<file path="src/rtl/pipe_hazard_ctrl_pkg.sv">
// Shared types for the pipeline hazard controller and the core top that consumes its controls.
package pipe_ctrl_pkg;
    localparam int REG_ADDR_W = 5;

    typedef enum logic {
        IDLE = 1'b0,
        BUSY = 1'b1
    } mdu_state_e;

    typedef struct packed {
        logic stall;
        logic flush;
    } stage_ctrl_t;
endpackage

</file>
<file path="src/rtl/pipe_hazard_ctrl_if.sv">
// Hazard inputs from the core and stall/flush controls back to its pipeline registers.
interface pipe_hazard_ctrl_if
    import pipe_ctrl_pkg::*;
#(
    parameter int CNT_W = 32
) ();
    logic [REG_ADDR_W-1:0] id_rs1;
    logic [REG_ADDR_W-1:0] id_rs2;
    logic                  id_use_rs1;
    logic                  id_use_rs2;
    logic [REG_ADDR_W-1:0] ex_rd;
    logic                  ex_is_load;
    logic                  ex_mdu_valid;
    logic                  ex_redirect;
    logic                  imem_wait;
    logic                  dmem_wait;

    logic stall_pc, stall_ifid, stall_idex, stall_exmem, stall_memwb;
    logic flush_ifid, flush_idex, flush_exmem, flush_memwb;
    logic mdu_done;
    logic [CNT_W-1:0] perf_stall_cyc;
    logic [CNT_W-1:0] perf_redirects;

    modport master (
        output id_rs1, id_rs2, id_use_rs1, id_use_rs2, ex_rd, ex_is_load,
               ex_mdu_valid, ex_redirect, imem_wait, dmem_wait,
        input  stall_pc, stall_ifid, stall_idex, stall_exmem, stall_memwb,
               flush_ifid, flush_idex, flush_exmem, flush_memwb,
               mdu_done, perf_stall_cyc, perf_redirects
    );

    modport slave (
        input  id_rs1, id_rs2, id_use_rs1, id_use_rs2, ex_rd, ex_is_load,
               ex_mdu_valid, ex_redirect, imem_wait, dmem_wait,
        output stall_pc, stall_ifid, stall_idex, stall_exmem, stall_memwb,
               flush_ifid, flush_idex, flush_exmem, flush_memwb,
               mdu_done, perf_stall_cyc, perf_redirects
    );
endinterface

</file>
<file path="src/rtl/pipe_hazard_ctrl_mdu_latency_timer.sv">
// Tracks how long a fixed-latency MUL/DIV op has occupied EX and flags its final cycle.
module mdu_latency_timer
    import pipe_ctrl_pkg::*;
#(
    parameter int MDU_CYCLES = 4
) (
    input  logic clk,
    input  logic rst_n,
    input  logic start,
    input  logic dmem_wait,
    output logic mdu_busy,
    output logic mdu_done
);
    localparam int CW = $clog2(MDU_CYCLES);
    typedef logic [CW-1:0] cnt_t;
    localparam cnt_t CNT_INIT = cnt_t'(MDU_CYCLES - 2);

    mdu_state_e state_reg;
    cnt_t       cnt_reg;
    logic       done_reg;

    // done_reg is kept equal to (state==BUSY && cnt==0) by computing it from the next values.
    always_ff @(posedge clk or negedge rst_n) begin
        if (!rst_n) begin
            state_reg <= IDLE;
            cnt_reg   <= '0;
            done_reg  <= 1'b0;
        end else begin
            case (state_reg)
                IDLE: begin
                    if (start) begin
                        state_reg <= BUSY;
                        cnt_reg   <= CNT_INIT;
                        done_reg  <= (CNT_INIT == '0);
                    end
                end
                BUSY: begin
                    if (cnt_reg != '0) begin
                        cnt_reg  <= cnt_reg - cnt_t'(1);
                        done_reg <= (cnt_reg == cnt_t'(1));
                    end else if (!dmem_wait) begin
                        state_reg <= IDLE;
                        done_reg  <= 1'b0;
                    end
                end
                default: begin
                    state_reg <= IDLE;
                    cnt_reg   <= '0;
                    done_reg  <= 1'b0;
                end
            endcase
        end
    end

    assign mdu_busy = (state_reg == BUSY);
    assign mdu_done = done_reg;
endmodule

</file>
<file path="src/rtl/pipe_hazard_ctrl.sv">
// Priority resolver producing per-register stall/flush for the 5-stage core, plus perf counters.
module pipe_hazard_ctrl
    import pipe_ctrl_pkg::*;
#(
    parameter int MDU_CYCLES = 4,
    parameter int CNT_W      = 32
) (
    input  logic             clk,
    input  logic             rst_n,
    pipe_hazard_ctrl_if.slave bus
);
    logic mdu_busy, mdu_done;
    logic mdu_stall, load_use, upper_hold, redirect_acc;
    logic pc_stall;
    stage_ctrl_t stage_c [4];   // ifid, idex, exmem, memwb

    logic [CNT_W-1:0] stall_cyc_reg;
    logic [CNT_W-1:0] redirects_reg;

    mdu_latency_timer #(.MDU_CYCLES(MDU_CYCLES)) u_timer (
        .clk       (clk),
        .rst_n     (rst_n),
        .start     (bus.ex_mdu_valid),
        .dmem_wait (bus.dmem_wait),
        .mdu_busy  (mdu_busy),
        .mdu_done  (mdu_done)
    );

    // An accepted redirect owns pc/ifid/idex, so load-use and imem_wait cannot touch them.
    always_comb begin
        mdu_stall    = bus.ex_mdu_valid && !mdu_done;
        load_use     = bus.ex_is_load && (bus.ex_rd != '0) &&
                       ((bus.id_use_rs1 && (bus.id_rs1 == bus.ex_rd)) ||
                        (bus.id_use_rs2 && (bus.id_rs2 == bus.ex_rd)));
        upper_hold   = bus.dmem_wait || mdu_stall;
        redirect_acc = bus.ex_redirect && !upper_hold;

        pc_stall         = upper_hold || (!redirect_acc && (load_use || bus.imem_wait));
        stage_c[0].stall = upper_hold || (!redirect_acc && load_use);
        stage_c[0].flush = !upper_hold && (redirect_acc || (!load_use && bus.imem_wait));
        stage_c[1].stall = upper_hold;
        stage_c[1].flush = !upper_hold && (redirect_acc || load_use);
        stage_c[2].stall = bus.dmem_wait;
        stage_c[2].flush = !bus.dmem_wait && mdu_stall;
        stage_c[3].stall = 1'b0;
        stage_c[3].flush = bus.dmem_wait;
    end

    assign bus.stall_pc    = pc_stall;
    assign bus.stall_ifid  = stage_c[0].stall;
    assign bus.flush_ifid  = stage_c[0].flush;
    assign bus.stall_idex  = stage_c[1].stall;
    assign bus.flush_idex  = stage_c[1].flush;
    assign bus.stall_exmem = stage_c[2].stall;
    assign bus.flush_exmem = stage_c[2].flush;
    assign bus.stall_memwb = stage_c[3].stall;
    assign bus.flush_memwb = stage_c[3].flush;
    assign bus.mdu_done    = mdu_done;

    always_ff @(posedge clk or negedge rst_n) begin
        if (!rst_n) begin
            stall_cyc_reg <= '0;
            redirects_reg <= '0;
        end else begin
            if (pc_stall)     stall_cyc_reg <= stall_cyc_reg + 1'b1;
            if (redirect_acc) redirects_reg <= redirects_reg + 1'b1;
        end
    end

    assign bus.perf_stall_cyc = stall_cyc_reg;
    assign bus.perf_redirects = redirects_reg;

    // A register seeing both would take the flush and silently drop its instruction.
    generate
        for (genvar gi = 0; gi < 4; gi++) begin : g_no_collision
            a_no_collision: assert property (@(posedge clk) disable iff (!rst_n)
                !(stage_c[gi].stall && stage_c[gi].flush));
        end
    endgenerate

    a_done_busy: assert property (@(posedge clk) disable iff (!rst_n) mdu_done |-> mdu_busy);
endmodule

</file>
<file path="src/flat_wrapper.sv">
// flat-port wrapper written by rule: the top's interface ports become plain ports
module pipe_hazard_ctrl_flat import pipe_ctrl_pkg::*;
#(
    parameter int MDU_CYCLES = 4,
    parameter int CNT_W      = 32
)
  (clk, rst_n, bus_id_rs1, bus_id_rs2, bus_id_use_rs1, bus_id_use_rs2, bus_ex_rd, bus_ex_is_load, bus_ex_mdu_valid, bus_ex_redirect, bus_imem_wait, bus_dmem_wait, bus_stall_pc, bus_stall_ifid, bus_stall_idex, bus_stall_exmem, bus_stall_memwb, bus_flush_ifid, bus_flush_idex, bus_flush_exmem, bus_flush_memwb, bus_mdu_done, bus_perf_stall_cyc, bus_perf_redirects);
  pipe_hazard_ctrl_if #(.CNT_W(CNT_W)) bus_i ();
  input  logic clk;
  input  logic rst_n;
  input wire logic [$bits(bus_i.id_rs1)-1:0] bus_id_rs1;
  input wire logic [$bits(bus_i.id_rs2)-1:0] bus_id_rs2;
  input wire logic [$bits(bus_i.id_use_rs1)-1:0] bus_id_use_rs1;
  input wire logic [$bits(bus_i.id_use_rs2)-1:0] bus_id_use_rs2;
  input wire logic [$bits(bus_i.ex_rd)-1:0] bus_ex_rd;
  input wire logic [$bits(bus_i.ex_is_load)-1:0] bus_ex_is_load;
  input wire logic [$bits(bus_i.ex_mdu_valid)-1:0] bus_ex_mdu_valid;
  input wire logic [$bits(bus_i.ex_redirect)-1:0] bus_ex_redirect;
  input wire logic [$bits(bus_i.imem_wait)-1:0] bus_imem_wait;
  input wire logic [$bits(bus_i.dmem_wait)-1:0] bus_dmem_wait;
  output wire logic [$bits(bus_i.stall_pc)-1:0] bus_stall_pc;
  output wire logic [$bits(bus_i.stall_ifid)-1:0] bus_stall_ifid;
  output wire logic [$bits(bus_i.stall_idex)-1:0] bus_stall_idex;
  output wire logic [$bits(bus_i.stall_exmem)-1:0] bus_stall_exmem;
  output wire logic [$bits(bus_i.stall_memwb)-1:0] bus_stall_memwb;
  output wire logic [$bits(bus_i.flush_ifid)-1:0] bus_flush_ifid;
  output wire logic [$bits(bus_i.flush_idex)-1:0] bus_flush_idex;
  output wire logic [$bits(bus_i.flush_exmem)-1:0] bus_flush_exmem;
  output wire logic [$bits(bus_i.flush_memwb)-1:0] bus_flush_memwb;
  output wire logic [$bits(bus_i.mdu_done)-1:0] bus_mdu_done;
  output wire logic [$bits(bus_i.perf_stall_cyc)-1:0] bus_perf_stall_cyc;
  output wire logic [$bits(bus_i.perf_redirects)-1:0] bus_perf_redirects;
  assign bus_i.id_rs1 = bus_id_rs1;
  assign bus_i.id_rs2 = bus_id_rs2;
  assign bus_i.id_use_rs1 = bus_id_use_rs1;
  assign bus_i.id_use_rs2 = bus_id_use_rs2;
  assign bus_i.ex_rd = bus_ex_rd;
  assign bus_i.ex_is_load = bus_ex_is_load;
  assign bus_i.ex_mdu_valid = bus_ex_mdu_valid;
  assign bus_i.ex_redirect = bus_ex_redirect;
  assign bus_i.imem_wait = bus_imem_wait;
  assign bus_i.dmem_wait = bus_dmem_wait;
  assign bus_stall_pc = bus_i.stall_pc;
  assign bus_stall_ifid = bus_i.stall_ifid;
  assign bus_stall_idex = bus_i.stall_idex;
  assign bus_stall_exmem = bus_i.stall_exmem;
  assign bus_stall_memwb = bus_i.stall_memwb;
  assign bus_flush_ifid = bus_i.flush_ifid;
  assign bus_flush_idex = bus_i.flush_idex;
  assign bus_flush_exmem = bus_i.flush_exmem;
  assign bus_flush_memwb = bus_i.flush_memwb;
  assign bus_mdu_done = bus_i.mdu_done;
  assign bus_perf_stall_cyc = bus_i.perf_stall_cyc;
  assign bus_perf_redirects = bus_i.perf_redirects;
  pipe_hazard_ctrl #(.MDU_CYCLES(MDU_CYCLES), .CNT_W(CNT_W)) u_core (.clk(clk), .rst_n(rst_n), .bus(bus_i));
endmodule
</file>
<file path="config.mk">
export PLATFORM = sky130hd
export DESIGN_NAME = pipe_hazard_ctrl_flat
export DESIGN_NICKNAME = d
export VERILOG_FILES = /design/src/rtl/pipe_hazard_ctrl_pkg.sv /design/src/rtl/pipe_hazard_ctrl_if.sv /design/src/rtl/pipe_hazard_ctrl_mdu_latency_timer.sv /design/src/rtl/pipe_hazard_ctrl.sv /design/src/flat_wrapper.sv
export SDC_FILE = /design/constraint.sdc
export NUM_CORES = 1
export LEC_CHECK = 0
export CAP_MARGIN = 40
export CORE_MARGIN = 2
export CORE_UTILIZATION = 47
export DETAILED_ROUTE_END_ITERATION = 10
export PLACE_DENSITY = 0.77
export SKIP_LAST_GASP = 1
export SYNTH_ARGS = -nofsm -noshare
export SYNTH_HDL_FRONTEND = slang
export SYNTH_SLANG_ARGS = --single-unit
</file>
<file path="constraint.sdc">
create_clock -name clk -period 2.4 [get_ports clk]
set_clock_uncertainty 0.05 [all_clocks]
set_input_delay 0.24 -clock clk [delete_from_list [all_inputs] [get_ports clk]]
set_output_delay 0.24 -clock clk [all_outputs]
set_load 0.02 [all_outputs]
</file>
Fig. 1: run 1, metal 2
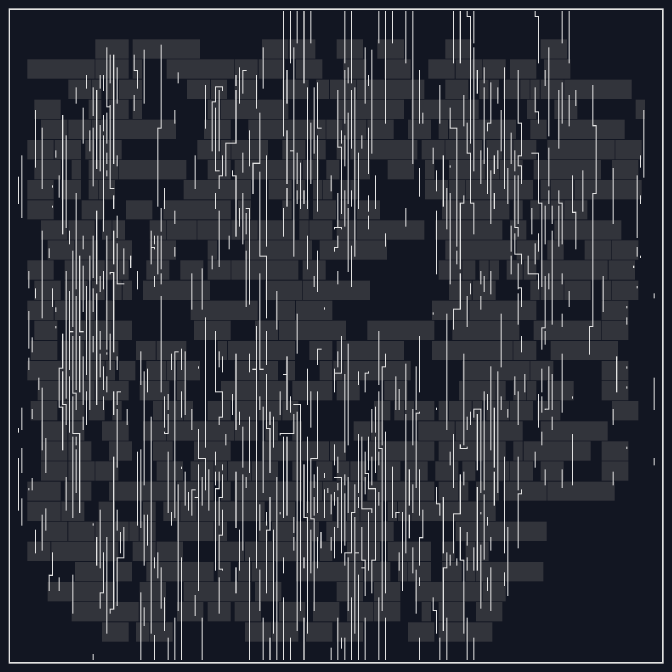
- main direction: vertical
- longest straight run: 32.6 um

Fig. 2: run 1, cell placement
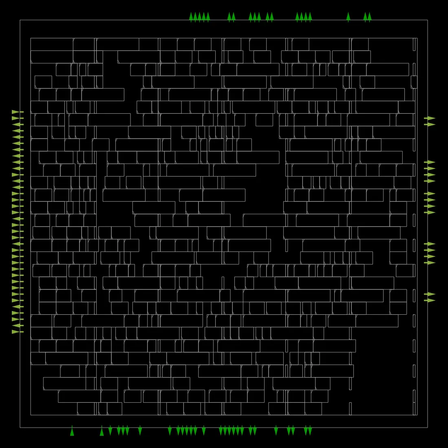
Core Util, Final: 68.3%
Row Count: 30
Tapcells: 96

Fig. 3: run 1, routed clock nets over the placement
The bar under the picture is 20 um long.
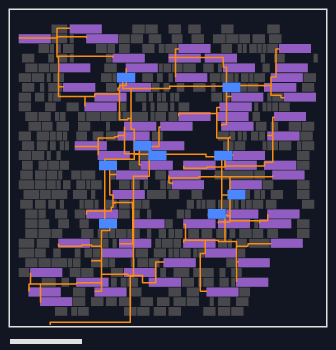
- blue: cells driving clock nets (count 9)
- orange: clock wires (length 787 um)
- purple: flip-flops (count 68)
- flops lie: all over the die
- routed clock nets: 10

==> results_slide.txt, run 1 <==
Synthesis and Place & Route Summary

Power
  • Internal power: 2.39 mW
  • Static leakage: 2.04 nW
  • Switching power: 1.14 mW
  • Clock net power: 0.963 mW
  • Clock network fraction of design power: 27.3%
  • Total Power: 3.53 mW
  • Flop pwr share: 43.3%
  • Power Combinational: 1.04 mW
  • Net Sw Frac: 32.3%
  • Pwr/cell area: 757 mW/mm^2
  • Peak supply drop: 586 uV
  • Seq pwr: 1.53 mW

CTS
  • Cts hold-fix bufs: 1
  • Clock sink count: 68
  • TritonCTS clock tree: done
  • Clock Latency Late Sink: 0.33 ns
  • Setup Fix Bufs, Post-CTS: 0
  • Clk pin slew, worst setup/hold paths: 0.08 ns
  • Clock Tree Buf Depth: 2
  • Resized Gates After CTS: 4
  • CTS buffer count: 9
  • Root Driver: clkbuf_8
  • # H-tree levels: 3

Setup path
  • Largest fanout on the critical path: 2
  • Crit Reg-Reg Startpoint: u_core.u_timer.mdu_done
  • Data arrival, critical path: 2.01 ns
  • Critical Path End Type: output pin
  • Startpoint Class: input pin
  • Critical path cell sequence: clkdlybuf4s50_1, xnor2_1, nand4_1, o22ai_2, or2b_1, a21oi_1, nor2_1, dlygate4sd2_1
  • Slowest CP cell: clkdlybuf4s50_1
  • Top delay family on crit path: buffers and inverters
  • CP max stage delay: 0.50 ns
  • WP depth: 8
  • Worst setup path endpoint: bus_flush_ifid
  • Reg-to-reg endpoint: u_core.bus.perf_redirects[31]
  • CP Class: in2out
  • Reg2Reg Depth: 7
  • Slack of the worst reg-to-reg path: 0.33 ns
  • Worst Path Required: 2.11 ns
  • Crit path from: bus_ex_rd[1]
  • Crit path buf inv count: 2

Final timing
  • Fmax: 435 MHz
  • Final Max Tran Viols: 0
  • RSZ-0062 raised after global routing: false
  • Tcrit/Tclk final: 95.7%
  • Sum of negative setup slack: 0 ns
  • Final setup viols: 0
  • Final hold violation count: 0
  • Final Critical Period: 2.30 ns
  • Worst Max-Slew Pin Slew: 0.511 ns
  • Final Worst Setup Slack: 0.103 ns
  • Worst hold slack: 0.364 ns
  • Slew headroom: 65.6%

Finish
  • Layout non-clock buf frac: 22.3%
  • Area Overhead vs Synth: 39.8%
  • Top cell category: flip-flops and latches
  • Fraction of area in multi-input gates: 33.2%
  • Flop count: 68
  • Most numerous logic cells after layout: 87 x clkdlybuf4s50_1, 68 x dfrtp_1, 39 x xnor2_1
  • Nets: 454
  • Diode count: 0
  • Share of layout cells above drive strength 1: 9.98%
  • Final instance count without filler cells: 527
  • Fill cells: 546
  • #MultiIn Comb: 229
  • Non-clock buffers: 106
  • Sequential portion of the cell area: 36.5%
  • Flop area: 0.00170 mm^2
  • Most frequent logic cell in the layout: clkdlybuf4s50_1
  • Finished Cell Area: 0.00466 mm^2
  • Clock-cell share: 4.51%
  • Layout clock buffers: 11

Die
  • FP Core Util: 48.8%
  • Die area: 0.00779 mm^2
  • Core area: 0.00683 mm^2
  • Die span in x: 88.2 um
  • Die Y: 88.2 um
  • IO Count: 98

Global routing
  • Grt met2 use: 32.5%
  • Global-route wire length before repair: 11.9 mm
  • Initial antenna violation count: 0
  • Busiest grt layer: met2
  • Largest net degree at the start of global routing: 26
  • Met3 usage: 5.13%
  • All-Layer GR Usage: 19.5%
  • Vias in the first global route: 2610
  • Met1 Track Usage GR: 25.0%

Drt
  • Met2 WL: 3.49 mm
  • Drt pass-1 iters: 4
  • Drt total wl: 7.06 mm
  • WL met3: 425 um
  • Max Used Layer: met4
  • # DRC: 0
  • Metal-1 WL: 3.08 mm
  • DR vias: 2626
  • First DRT Iteration DRCs: 124
  • Detailed-route vias per instance: 4.98
  • ANT nets after route: 0
  • WL per Instance: 13.4 um

Synth
  • Top-area cell share: 51.0%
  • Sequential share of the synthesized area: 51.0%
  • Post-synth regs: 68
  • Post-synth top cells: 68 x dfrtp_1, 39 x xnor2_1, 35 x nand2_1
  • Yosys stat chip area: 0.00334 mm^2
  • Post-Syn Instances: 315
  • Comb area leader: simple AND/OR/NAND/NOR gates
  • Syn nets: 343
  • Unique cell types: 40
  • FA/HA/MAJ Cells, Area Fraction: 1.50%
  • Main flop type: dfrtp_1
  • Synthesized area: 0.00334 mm^2
  • Mux share: 1.01%
  • Number of enable flip-flop cells: 0
  • Async SR Flop Fraction: 100%
  • Count leader, synth: dfrtp_1
  • Yosys stat cell total: 315
  • Mean cell area of the mapped netlist: 10.6 um^2
  • Largest area contributor in the netlist: dfrtp_1
  • Ys Warns: 0
  • Yosys aoi share: 2.25%
  • XOR/XNOR Fraction of Synth Area: 19.2%
  • Post-synthesis simple-gate area fraction: 22.2%

Run
  • Tool warnings: 27
  • Max Cap Violations: 0

Placed design
  • DPL Wire Length: 5.41 mm
  • Pre-CTS setup slack: -0.216 ns
  • Tally of buffers added on design ports: 96
  • Post-DP Area: 0.00443 mm^2
  • Inst Count DP: 510
  • Gp weighted congestion: 0.784

Run status
  • Outcome: completed

Worst hold path
  • Min-Delay Path Class: in2async
## Run 2: what changed since run 1
--- a/config.mk
+++ b/config.mk
@@ -5,10 +5,12 @@
 export SDC_FILE = /design/constraint.sdc
 export NUM_CORES = 1
 export LEC_CHECK = 0
+export ABC_CLOCK_PERIOD_IN_PS = 2400
 export CAP_MARGIN = 40
 export CORE_MARGIN = 2
 export CORE_UTILIZATION = 47
 export DETAILED_ROUTE_END_ITERATION = 10
+export HOLD_SLACK_MARGIN = 0.12
 export PLACE_DENSITY = 0.77
 export SKIP_LAST_GASP = 1
 export SYNTH_ARGS = -nofsm -noshare
Fig. 4: run 2, metal 2
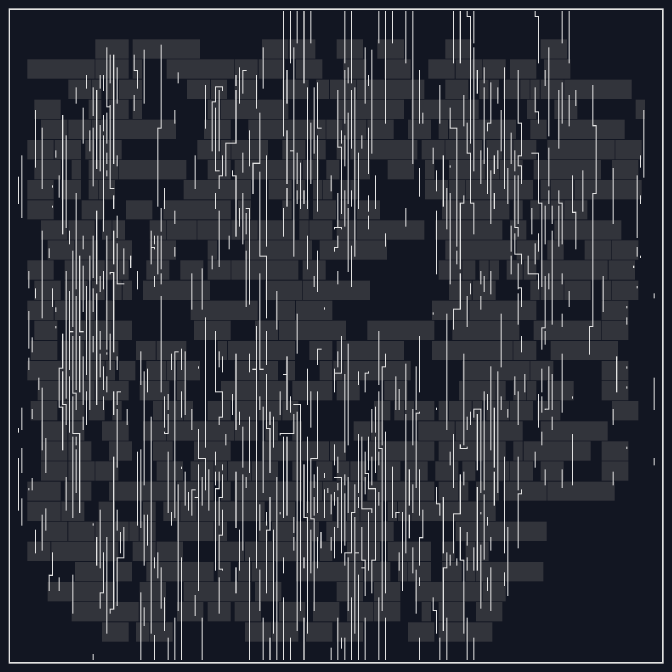
- longest straight run: 32.6 um
- wire length on this layer: 3490 um

==> run 2 against run 1 <==
  * Synthesized area unchanged
  * Register-to-register slack about the same
  * Power unchanged
  * Critical endpoint unchanged
  * Sequential cell count unchanged
  * Non-clock buffer count unchanged
  * Clock power about the same
  * Synthesized cell count unchanged
  * Sequential power about the same
==> results_slide.txt, run 2 <==
Synthesis and Place & Route Summary

Synth
  • Yosys aoi share: 2.25% (unchanged)
  • Async SR Flop Fraction: 100% (unchanged)
  • Mean cell area of the mapped netlist: 10.6 um^2 (unchanged)
  • Syn nets: 343 (unchanged)
  • Number of enable flip-flop cells: 0 (unchanged)
  • Post-synth top cells: 68 x dfrtp_1, 39 x xnor2_1, 35 x nand2_1 (unchanged)
  • Yosys stat cell total: 315 (unchanged)
  • XOR/XNOR Fraction of Synth Area: 19.2% (unchanged)
  • Post-synthesis simple-gate area fraction: 22.2% (unchanged)
  • Mux share: 1.01% (unchanged)
  • FA/HA/MAJ Cells, Area Fraction: 1.50% (unchanged)
  • Synthesized area: 0.00334 mm^2 (unchanged)

Global routing
  • Initial antenna violation count: 0 (unchanged)
  • Grt met2 use: 32.5% (unchanged)
  • Global-route wire length before repair: 11.9 mm (unchanged)
  • Vias in the first global route: 2610 (unchanged)
  • Met3 usage: 5.13% (unchanged)
  • All-Layer GR Usage: 19.5% (unchanged)
  • Busiest grt layer: met2 (unchanged)
  • Met1 Track Usage GR: 25.0% (unchanged)

Die
  • IO Count: 98 (unchanged)
  • Row Count: 30 (unchanged)
  • Die span in x: 88.2 um (unchanged)
  • Core area: 0.00683 mm^2 (unchanged)

Power
  • Peak supply drop: 586 uV (unchanged)
  • Seq pwr: 1.53 mW (about the same)
  • Total Power: 3.53 mW (unchanged)
  • Internal power: 2.39 mW (unchanged)
  • Power Combinational: 1.04 mW (about the same)
  • Switching power: 1.14 mW (unchanged)
  • Clock net power: 0.963 mW (about the same)
  • Static leakage: 2.04 nW (unchanged)
  • Flop pwr share: 43.3% (about the same)

Setup path
  • Crit Reg-Reg Startpoint: u_core.u_timer.mdu_done (unchanged)
  • Startpoint Class: input pin (unchanged)
  • Reg-to-reg endpoint: u_core.bus.perf_redirects[31] (unchanged)
  • Data arrival, critical path: 2.01 ns (about the same)
  • CP max stage delay: 0.50 ns (about the same)
  • Crit path buf inv count: 2 (unchanged)
  • Critical path cell sequence: clkdlybuf4s50_1, xnor2_1, nand4_1, o22ai_2, or2b_1, a21oi_1, nor2_1, dlygate4sd2_1 (unchanged)
  • WP depth: 8 (unchanged)
  • Slowest CP cell: clkdlybuf4s50_1 (unchanged)
  • Top delay family on crit path: buffers and inverters (unchanged)
  • Critical Path End Type: output pin (unchanged)
  • Slack of the worst reg-to-reg path: 0.33 ns (about the same)

Drt
  • # DRC: 0 (unchanged)
  • Drt pass-1 iters: 4 (unchanged)
  • ANT nets after route: 0 (unchanged)
  • Drt total wl: 7.06 mm (unchanged)
  • Metal-1 WL: 3.08 mm (unchanged)

Final timing
  • Final hold violation count: 0 (unchanged)
  • Fmax: 435 MHz (unchanged)
  • Worst hold slack: 0.364 ns (unchanged)
  • Final Max Tran Viols: 0 (unchanged)
  • Worst Max-Slew Pin Slew: 0.511 ns (unchanged)
  • Sum of negative setup slack: 0 ns (unchanged)

Placed design
  • Inst Count DP: 510 (unchanged)
  • Tally of buffers added on design ports: 96 (unchanged)
  • Pre-CTS setup slack: -0.216 ns (unchanged)
  • Post-DP Area: 0.00443 mm^2 (unchanged)

Finish
  • Core Util, Final: 68.3% (unchanged)
  • Area Overhead vs Synth: 39.8% (unchanged)
  • Clock-cell share: 4.51% (unchanged)
  • Finished Cell Area: 0.00466 mm^2 (unchanged)
  • Flop count: 68 (unchanged)
  • Top cell category: flip-flops and latches (unchanged)
  • Layout non-clock buf frac: 22.3% (unchanged)
  • Fraction of area in multi-input gates: 33.2% (unchanged)
  • Flop area: 0.00170 mm^2 (unchanged)
  • Non-clock buffers: 106 (unchanged)
  • Layout clock buffers: 11 (unchanged)
  • Fill cells: 546 (unchanged)

CTS
  • Root Driver: clkbuf_8 (unchanged)
  • TritonCTS clock tree: done (unchanged)
  • Clock sink count: 68 (unchanged)
  • Resized Gates After CTS: 4 (unchanged)
  • # H-tree levels: 3 (unchanged)
  • Clock Tree Buf Depth: 2 (unchanged)
  • Setup Fix Bufs, Post-CTS: 0 (unchanged)

Run status
  • Outcome: completed (unchanged)

Run
  • Tool warnings: 27 (unchanged)

Worst hold path
  • Min-Delay Path Class: in2async (unchanged)
Fig. 5: run 2, routed clock nets over the placement
The bar under the picture is 20 um long.
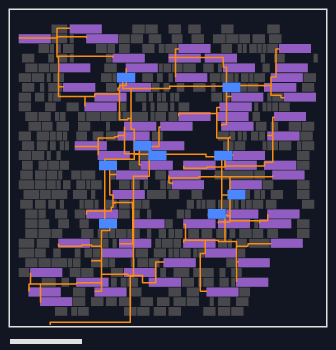
- orange: clock wires (length 787 um)
- purple: flip-flops (count 68)
- blue: cells driving clock nets (count 9)
- flops lie: all over the die

## Run 3: what changed since run 2
--- a/config.mk
+++ b/config.mk
@@ -13,6 +13,8 @@
 export HOLD_SLACK_MARGIN = 0.12
 export PLACE_DENSITY = 0.77
 export SKIP_LAST_GASP = 1
+export SLEW_MARGIN = 10
 export SYNTH_ARGS = -nofsm -noshare
 export SYNTH_HDL_FRONTEND = slang
 export SYNTH_SLANG_ARGS = --single-unit
+export TNS_END_PERCENT = 5
Fig. 6: run 3, cell placement
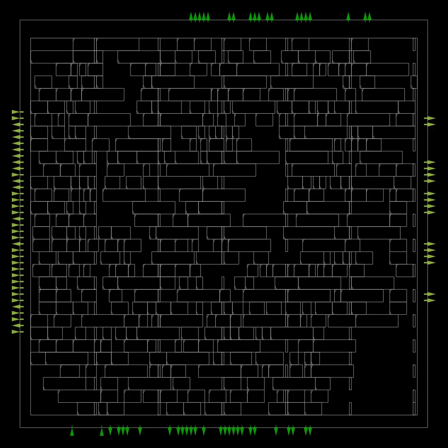
core area: 0.00683 mm^2
Core Util, Final: 68.2%
flop count: 68
final instance count without filler cells: 527
Fill cells: 548

==> run 3 against run 2 <==
  * The flow now finishes with violations (setup timing)
  * Worst setup slack got worse by 0.28 ns
  * Synthesized cell count did not move
  * Hold slack about the same
  * Design area decreased by 0.16%
  * Power increased by 0.13%
  * Sequential power barely moved
  * Critical path type unchanged
  * Sequential cell count unchanged
==> results_slide.txt, run 3 <==
Synthesis and Place & Route Summary

Run status
  • Outcome: finished, violations left (was completed)
  • Failing checks: setup timing

Finish
  • Flop area: 0.00170 mm^2 (unchanged)
  • #MultiIn Comb: 229 (unchanged)
  • Clock-cell share: 4.51% (about the same)
  • Fraction of area in multi-input gates: 33.2% (about the same)
  • Most numerous logic cells after layout: 93 x clkdlybuf4s50_1, 68 x dfrtp_1, 39 x xnor2_1 (was 87 x clkdlybuf4s50_1, 68 x dfrtp_1, 39 x xnor2_1)
  • Layout non-clock buf frac: 22.2% (was 22.3%)
  • Diode count: 0 (unchanged)
  • Finished Cell Area: 0.00466 mm^2 (about the same)
  • Share of layout cells above drive strength 1: 9.74% (was 9.98%)
  • Area Overhead vs Synth: 39.6% (was 39.8%)
  • Layout clock buffers: 11 (unchanged)
  • Nets: 454 (unchanged)

Drt
  • # DRC: 0 (unchanged)
  • ANT nets after route: 0 (unchanged)
  • Met2 WL: 3.54 mm (was 3.49 mm)
  • Drt total wl: 7.06 mm (about the same)
  • WL met3: 376 um (was 425 um)
  • DR vias: 2610 (was 2626)
  • First DRT Iteration DRCs: 105 (was 124)
  • Detailed-route vias per instance: 4.95 (was 4.98)
  • Max Used Layer: met4 (unchanged)

Synth
  • Mux share: 1.01% (unchanged)
  • Post-synth top cells: 68 x dfrtp_1, 39 x xnor2_1, 35 x nand2_1 (unchanged)
  • Synthesized area: 0.00334 mm^2 (unchanged)
  • Unique cell types: 40 (unchanged)
  • Main flop type: dfrtp_1 (unchanged)
  • Async SR Flop Fraction: 100% (unchanged)
  • Count leader, synth: dfrtp_1 (unchanged)
  • Number of enable flip-flop cells: 0 (unchanged)
  • Mean cell area of the mapped netlist: 10.6 um^2 (unchanged)
  • Syn nets: 343 (unchanged)
  • Post-synth regs: 68 (unchanged)
  • Yosys stat cell total: 315 (unchanged)
  • Sequential share of the synthesized area: 51.0% (unchanged)
  • Ys Warns: 0 (unchanged)
  • Post-Syn Instances: 315 (unchanged)
  • XOR/XNOR Fraction of Synth Area: 19.2% (unchanged)
  • FA/HA/MAJ Cells, Area Fraction: 1.50% (unchanged)
  • Post-synthesis simple-gate area fraction: 22.2% (unchanged)
  • Top-area cell share: 51.0% (unchanged)
  • Yosys stat chip area: 0.00334 mm^2 (unchanged)

Setup path
  • Largest fanout on the critical path: 3 (was 2)
  • Critical path cell sequence: clkdlybuf4s50_1, or4_1, o21ai_1, nor2_1, nand2_2, and3_4, inv_2, clkdlybuf4s50_1 (was clkdlybuf4s50_1, xnor2_1, nand4_1, o22ai_2, or2b_1, a21oi_1, nor2_1, dlygate4sd2_1)
  • Slowest CP cell: or4_1 (was clkdlybuf4s50_1)
  • CP max stage delay: 0.54 ns (was 0.50 ns)
  • WP depth: 8 (unchanged)
  • Reg2Reg Depth: 7 (unchanged)
  • Startpoint Class: input pin (unchanged)
  • Data arrival, critical path: 2.29 ns (was 2.01 ns)
  • Crit path from: bus_ex_rd[0] (was bus_ex_rd[1])
  • Top delay family on crit path: buffers and inverters (unchanged)
  • Slack of the worst reg-to-reg path: 0.33 ns (about the same)
  • Worst Path Required: 2.11 ns (about the same)
  • Worst setup path endpoint: bus_stall_pc (was bus_flush_ifid)
  • Critical Path End Type: output pin (unchanged)
  • CP Class: in2out (unchanged)
  • Crit Reg-Reg Startpoint: u_core.bus.perf_stall_cyc[7] (was u_core.u_timer.mdu_done)

Final timing
  • Fmax: 388 MHz (was 435 MHz)
  • Tcrit/Tclk final: 107% (was 95.7%)
  • Worst Max-Slew Pin Slew: 0.519 ns (was 0.511 ns)
  • RSZ-0062 raised after global routing: true (was false)
  • Final Max Tran Viols: 0 (unchanged)
  • Slew headroom: 65.4% (was 65.6%)
  • Final Critical Period: 2.58 ns (was 2.30 ns)
  • Final Worst Setup Slack: -0.176 ns (was 0.103 ns)
  • Final setup viols: 2 (was 0)
  • Sum of negative setup slack: -0.292 ns (was 0 ns)

Global routing
  • All-Layer GR Usage: 19.5% (unchanged)
  • Met3 usage: 5.13% (unchanged)
  • Met1 Track Usage GR: 25.0% (unchanged)
  • Busiest grt layer: met2 (unchanged)
  • Largest net degree at the start of global routing: 26 (unchanged)
  • Vias in the first global route: 2610 (unchanged)
  • Grt met2 use: 32.5% (unchanged)
  • Initial antenna violation count: 0 (unchanged)
  • Global-route wire length before repair: 11.9 mm (unchanged)

CTS
  • Clock Latency Late Sink: 0.33 ns (about the same)
  • Clk pin slew, worst setup/hold paths: 0.08 ns (about the same)
  • Resized Gates After CTS: 1 (was 4)
  • Root Driver: clkbuf_8 (unchanged)
  • Clock sink count: 68 (unchanged)
  • Setup Fix Bufs, Post-CTS: 0 (unchanged)
  • CTS buffer count: 9 (unchanged)
  • # H-tree levels: 3 (unchanged)
  • Clock Tree Buf Depth: 2 (unchanged)
  • TritonCTS clock tree: done (unchanged)

Power
  • Power Combinational: 1.04 mW (about the same)
  • Switching power: 1.14 mW (about the same)
  • Peak supply drop: 586 uV (about the same)
  • Net Sw Frac: 32.3% (about the same)
  • Clock net power: 0.964 mW (was 0.963 mW)
  • Clock network fraction of design power: 27.3% (about the same)
  • Total Power: 3.53 mW (about the same)
  • Static leakage: 2.02 nW (was 2.04 nW)
  • Flop pwr share: 43.2% (was 43.3%)

Die
  • FP Core Util: 48.8% (unchanged)
  • Die area: 0.00779 mm^2 (unchanged)
  • Die Y: 88.2 um (unchanged)
  • Row Count: 30 (unchanged)
  • IO Count: 98 (unchanged)
  • Die span in x: 88.2 um (unchanged)
  • Tapcells: 96 (unchanged)

Placed design
  • Gp weighted congestion: 0.784 (unchanged)
  • DPL Wire Length: 5.41 mm (unchanged)
  • Pre-CTS setup slack: -0.216 ns (unchanged)
  • Inst Count DP: 510 (unchanged)
  • Tally of buffers added on design ports: 96 (unchanged)
  • Post-DP Area: 0.00443 mm^2 (unchanged)

Run
  • Max Cap Violations: 0 (unchanged)
  • Tool warnings: 29 (was 27)

Worst hold path
  • Min-Delay Path Class: in2async (unchanged)
Fig. 7: run 3, placement by cell class
The bar under the picture is 20 um long.
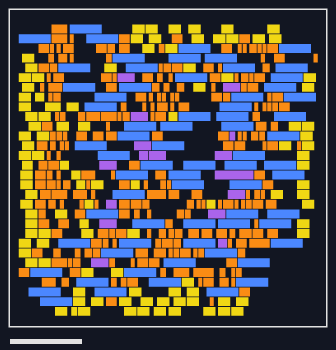
- blue: flip-flops (cells 68; share of their area 38%)
- yellow: other buffers and delay cells (cells 106; share of their area 23%)
- purple: clock drivers and dummy loads (cells 16; share of their area 4.6%)
- orange: all other logic (cells 241; share of their area 35%)

Power is estimated from default activity; no workload was simulated.
